Placed cells, one color a class:
Fill, decap, tap and diode cells in gray.
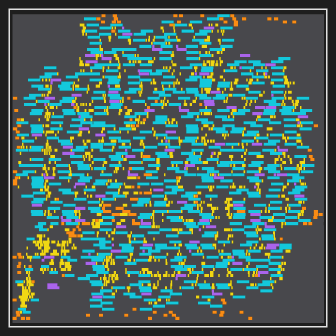
Port wiring:
Bar = 100 um.
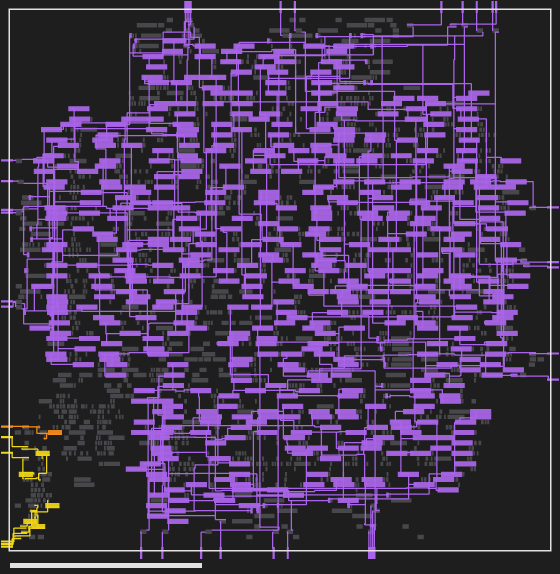
## config.mk

```make
export PLATFORM = sky130hd
export DESIGN_NAME = stream_fifo
export DESIGN_NICKNAME = d
export VERILOG_FILES = /design/src/rtl/stream_fifo_pkg.sv /design/src/rtl/stream_fifo_ram.sv /design/src/rtl/stream_fifo.sv
export SDC_FILE = /design/constraint.sdc
export NUM_CORES = 1
export LEC_CHECK = 0
export ABC_AREA = 1
export CAP_MARGIN = 20
export CORE_MARGIN = 2
export CORE_UTILIZATION = 30
export DETAILED_ROUTE_END_ITERATION = 8
export PLACE_DENSITY_LB_ADDON = 0.12
export SYNTH_ARGS = -nofsm -noshare
export SYNTH_HDL_FRONTEND = slang
export SYNTH_HIERARCHICAL = 1
export SYNTH_SLANG_ARGS = --single-unit
```

## constraint.sdc

```tcl
create_clock -name clk -period 3.7 [get_ports clk]
set_input_delay 0.74 -clock clk [delete_from_list [all_inputs] [get_ports clk]]
set_output_delay 0.74 -clock clk [all_outputs]
set_load 0.05 [all_outputs]
```

## src/rtl/stream_fifo_pkg.sv

```systemverilog
// stream_fifo_pkg
//   Shared helpers for stream_fifo and its storage sub-module.
//   - clog2len / level_w : index and level widths derived from LEN
//   - fifo_idx_inc       : wrap-bit pointer increment for any LEN >= 2
//   No ports (package).
package stream_fifo_pkg;

   localparam int unsigned DEF_WIDTH = 32;
   localparam int unsigned DEF_LEN   = 16;

   // Bits needed to index LEN entries.
   function automatic int unsigned clog2len(input int unsigned len);
      return $clog2(len);
   endfunction

   // Bits needed to count 0..LEN entries.
   function automatic int unsigned level_w(input int unsigned len);
      return $clog2(len + 1);
   endfunction

   // Pointer layout is {wrap, index[aw-1:0]}. The index runs 0..len-1 and the
   // wrap bit toggles each time it rolls over, so equal pointers mean empty
   // and equal index with differing wrap means full. For power-of-2 len this
   // reduces to a plain increment.
   function automatic logic [31:0] fifo_idx_inc(input logic [31:0]   ptr,
                                                input int unsigned   len,
                                                input int unsigned   aw);
      logic [31:0] idx_mask;
      logic [31:0] idx;
      logic [31:0] wrap;
      idx_mask = (32'd1 << aw) - 32'd1;
      idx      = ptr & idx_mask;
      wrap     = ptr & (32'd1 << aw);
      if (idx == len - 32'd1) begin
         idx  = '0;
         wrap = wrap ^ (32'd1 << aw);
      end else begin
         idx  = idx + 32'd1;
      end
      return wrap | idx;
   endfunction

endpackage

```

## src/rtl/stream_fifo_ram.sv

```systemverilog
// fifo_ram
//   Simple dual-port RAM, WIDTH x DEPTH, synchronous write, registered read.
//   The read register doubles as the FIFO output register: it loads either
//   from the array (rd_en) or directly from the write data (byp_en).
//   Ports:
//     clk      in   clock
//     wr_en    in   write strobe
//     wr_addr  in   write index
//     wr_data  in   write data (also the bypass source)
//     rd_en    in   load read register from mem[rd_addr]
//     rd_addr  in   read index
//     byp_en   in   load read register from wr_data (ignored when rd_en=1)
//     rd_data  out  read register
module fifo_ram #(
   parameter int unsigned WIDTH = 32,
   parameter int unsigned DEPTH = 16,
   parameter int unsigned AW    = 4
) (
   input  logic             clk,
   input  logic             wr_en,
   input  logic [AW-1:0]    wr_addr,
   input  logic [WIDTH-1:0] wr_data,
   input  logic             rd_en,
   input  logic [AW-1:0]    rd_addr,
   input  logic             byp_en,
   output logic [WIDTH-1:0] rd_data
);

   logic [WIDTH-1:0] mem [DEPTH];

   always_ff @(posedge clk) begin
      if (wr_en) begin
         mem[wr_addr] <= wr_data;
      end
      if (rd_en) begin
         rd_data <= mem[rd_addr];
      end else if (byp_en) begin
         rd_data <= wr_data;
      end
   end

endmodule

```

## src/rtl/stream_fifo.sv

```systemverilog
// stream_fifo
//   Valid/ready first-word-fall-through FIFO, any LEN >= 2. The head entry
//   sits in the RAM's read register; level counts it together with the RAM.
//   Optional feature: define STREAM_FIFO_FLUSH_EN to add the flush input.
//   Ports:
//     clk, rstn      clock, synchronous active-low reset
//     flush          in   clear contents (STREAM_FIFO_FLUSH_EN only)
//     wr_valid/ready/data   write side, handshake = wr_valid & wr_ready
//     rd_valid/ready/data   read side (FWFT), pop = rd_valid & rd_ready
//     level          out  entries held, including the output register
//     almost_full    out  level >= AF_THRESH
//     almost_empty   out  level <= AE_THRESH
module stream_fifo
   import stream_fifo_pkg::*;
#(
   parameter int unsigned WIDTH     = DEF_WIDTH,
   parameter int unsigned LEN       = DEF_LEN,
   parameter int unsigned AF_THRESH = LEN - 1,
   parameter int unsigned AE_THRESH = 1
) (
   input  logic                       clk,
   input  logic                       rstn,
`ifdef STREAM_FIFO_FLUSH_EN
   input  logic                       flush,
`endif
   input  logic                       wr_valid,
   output logic                       wr_ready,
   input  logic [WIDTH-1:0]           wr_data,
   output logic                       rd_valid,
   input  logic                       rd_ready,
   output logic [WIDTH-1:0]           rd_data,
   output logic [$clog2(LEN+1)-1:0]   level,
   output logic                       almost_full,
   output logic                       almost_empty
);

   localparam int unsigned AW = clog2len(LEN);
   localparam int unsigned PW = AW + 1;
   localparam int unsigned LW = level_w(LEN);
   localparam logic [LW-1:0] LEN_L = LW'(LEN);

   logic [PW-1:0] wr_ptr;
   logic [PW-1:0] rd_ptr;
   logic [LW-1:0] level_q;
   logic          rd_valid_q;
   logic          clr;

   logic push;
   logic pop;
   logic ram_empty;
   logic load;
   logic ld_ram;
   logic bypass;
   logic ram_we;

`ifdef STREAM_FIFO_FLUSH_EN
   assign clr = flush;
`else
   assign clr = 1'b0;
`endif

   assign wr_ready  = rstn && (level_q < LEN_L) && !clr;
   assign push      = wr_valid && wr_ready;
   assign pop       = rd_valid_q && rd_ready;
   assign ram_empty = (wr_ptr == rd_ptr);

   // Output register refills whenever it is empty or being popped. The RAM
   // has priority (older data); only when the RAM is empty does an incoming
   // write skip the array and land directly in the output register.
   assign load   = !rd_valid_q || pop;
   assign ld_ram = load && !ram_empty;
   assign bypass = load && ram_empty && push;
   assign ram_we = push && !bypass;

   always_ff @(posedge clk) begin
      if (!rstn || clr) begin
         wr_ptr     <= '0;
         rd_ptr     <= '0;
         level_q    <= '0;
         rd_valid_q <= 1'b0;
      end else begin
         if (ram_we) begin
            wr_ptr <= PW'(fifo_idx_inc(32'(wr_ptr), LEN, AW));
         end
         if (ld_ram) begin
            rd_ptr <= PW'(fifo_idx_inc(32'(rd_ptr), LEN, AW));
         end
         if (load) begin
            rd_valid_q <= ld_ram || bypass;
         end
         if (push && !pop) begin
            level_q <= level_q + 1'b1;
         end else if (pop && !push) begin
            level_q <= level_q - 1'b1;
         end
      end
   end

   fifo_ram #(
      .WIDTH (WIDTH),
      .DEPTH (LEN),
      .AW    (AW)
   ) u_ram (
      .clk     (clk),
      .wr_en   (ram_we),
      .wr_addr (wr_ptr[AW-1:0]),
      .wr_data (wr_data),
      .rd_en   (ld_ram),
      .rd_addr (rd_ptr[AW-1:0]),
      .byp_en  (bypass),
      .rd_data (rd_data)
   );

   assign rd_valid     = rd_valid_q;
   assign level        = level_q;
   assign almost_full  = (32'(level_q) >= AF_THRESH);
   assign almost_empty = (32'(level_q) <= AE_THRESH);

endmodule

```

==> deck_impl_summary.md <==
Run Summary

Clock tree
  – CTS tree: built
  – Worst-Skew Late Latency: 0.60 ns
  – Post-CTS resize count: 0
  – Post-CTS setup buffers: 0
  – Clk root buf: clkbuf_16
  – # H-tree levels: 3
  – Hold-fix buffers at CTS: 0
  – Clk slew on worst S/H paths: 0.05 ns
  – CTS Sinks: 560
  – Total CTS buffers: 67

Routing
  – WL final: 67,600 um
  – First-pass DRT Iterations: 5
  – DRC viols: 0
  – Drt initial violations: 997
  – Final ANT Viol Nets: 0
  – DR WL/cell: 21.5 um

Logic synthesis
  – Cell count in the Yosys report: 1,984
  – Syn Nets: 2,027
  – Adder and majority gate portion of the synthesized area: 0.380%
  – Max-area cell share: 70.8%
  – Cells after Synth: 1,984
  – Warnings, synthesis: 6
  – Post-Syn Area: 23,100 sq um
  – Synth cell count leaders: 804 x nand2_1, 544 x edfxtp_1, 395 x nand3_1
  – Most numerous cell in the Yosys netlist: nand2_1
  – Basic Gates by Area: 22.7%
  – MUX area fraction: 0%
  – Number of library cell types mapped by synthesis: 31
  – Yosys top cell by area: edfxtp_1
  – Synth flops: 560
  – Post-synth EDFFs: 544
  – Ys async rst share: 0%
  – Top cells, area: edfxtp_1 71%, nand2_1 13%, nand3_1 8.6%
  – Seq share, synth: 72.2%

Setup path
  – Crit end category: output pin
  – Critical path type: reg -> out
  – Max FO, Critical Path: 6
  – CP required: 2.96 ns
  – CP arrival: 2.56 ns
  – CP startpoint kind: register

Die
  – Core footprint: 76,100 sq um
  – Die y size: 281 um
  – Chip Area: 79,100 sq um
  – IO Pins: 77

Final timing
  – Worst setup margin: 0.398 ns
  – Max Fclk: 303 MHz
  – Worst Max-Slew Pin Slew: 1.10 ns
  – Worst clock skew: 0.0187 ns
  – Final period util: 89.2%
  – Relative slew slack: 26.2%
  – Max-slew violations: 0
  – Final setup violating endpoints: 0
  – RSZ-0062 raised after global routing: no

Power and ir drop
  – Worst vdd ir: 0.535 mV
  – Tot Pwr: 21.0 mW
  – Pleak: 9.71 nW
  – Cell Pwr Density: 776 nW/um^2

Placement
  – Area post-placement: 25,000 sq um
  – PortBufs: 76
  – Pre-CTS setup slack: 0.176 ns
  – HPWL after detailed placement: 39,700 um
  – Inst Count DP: 3,024

Status
  – Status: completed

Job
  – Max_cap viols: 0
  – Tool warnings: 31

Finish
  – Post-route cell area: 27,100 sq um
  – Top logic cells by instance count in the layout: 804 x nand2_1, 544 x edfxtp_1, 395 x nand3_1, 75 x clkdlybuf4s50_1, 71 x clkbuf_16
  – Finished Layout Cells: 3,140
  – Fin nets: 2,106
  – Share of layout cells above drive strength 1: 7.91%
  – Most numerous logic cell after layout: nand2_1
  – Area grow syn2layout: 17.4%

Global route
  – Largest net degree at the start of global routing: 177
  – Initial antenna violation count: 3
  – Final global-route overflow total: 0
  – Vias in the first global route: 14,700
  – Global Route Usage Sum: 17.2%

Min path
  – HP Class: reg -> reg
-- 'placed cells, one color a class' (at the start) --
combinational and other logic -> yellow  # cells 1,310, share of their area 22%
flops -> cyan  # cells 560, share of their area 65%
clock drivers and dummy loads -> purple  # cells 116, share of their area 8.0%
other buffers and delay cells -> orange  # cells 124, share of their area 5.1%

-- 'port wiring' (at the start) --
level -> yellow  # bits 5, direction output, end cells 5, buffers 5, wire 223 um
wr_data -> purple  # bits 32, direction input, end cells 544, buffers 32, wire 13,200 um
rd_valid -> orange  # bits 1, direction output, end cells 1, buffers 1, wire 40.1 um

sequential cells by signal, indices dropped and copies added (netlist names):
name / cells
level: 5
rd_ptr: 5
rd_valid: 1
u_ram/mem: 512
u_ram/rd_data: 32
wr_ptr: 5
where the power goes:
part           internal, mW  switching (mW)  total, mW
Clock                  3.78            2.53       6.31
Combinational          1.90            5.15       7.04
Sequential             7.48           0.182       7.66
per-stage QoR:
stage | utilization, % | setup TNS (ns) | hold WS (ns)
floorplan | - | -94.15 | 0.477
global placement | 32.9 | 0 | 0.498
detailed placement | 32.9 | 0 | 0.509
CTS | 35.6 | 0 | 0.517
global route | 35.6 | 0 | 0.535
finish | 35.6 | 0 | 0.508
path summary, 6_finish.rpt:
kind                                 from                to  slack [ns]  cells after the start
worst max register to register  rd_ptr[3]  u_ram/mem[4][25]        0.84                      9
worst min register to register  wr_ptr[4]         wr_ptr[4]        0.51                      2
worst max-delay path             level[0]       almost_full        0.40                      7
worst min-delay path            wr_ptr[4]         wr_ptr[4]        0.51                      2
critical path, cell delays in order (launching register included):
cell and delay [ns]:
dfxtp_1 0.42, ha_1 0.18, inv_1 0.05, nor3_1 0.14, ha_1 0.18, nor2_1 0.04
o21ai_0 0.11, clkdlybuf4s50_1 0.85
final cells by class:
type | count | area, sq um
sequential | 560 | 16700
multi-input combinational | 1284 | 5650
inverter | 26 | 109
fill | 7637 | 49000
tap | 1030 | 1290
timing repair buffer | 124 | 1310
clock inverter | 19 | 191
clock buffer | 97 | 1870
routing by layer:
layer,wire length [um],global-route usage (%),up-vias,part of all wire (%)
li1,-,-,7042,-
met1,30500,22.9,7322,45
met2,32700,28.9,298,48
met3,2550,2.78,107,3.8
met4,1840,5.16,0,2.7
met5,0,0,-,0
Power and IR drop assume default switching activity.
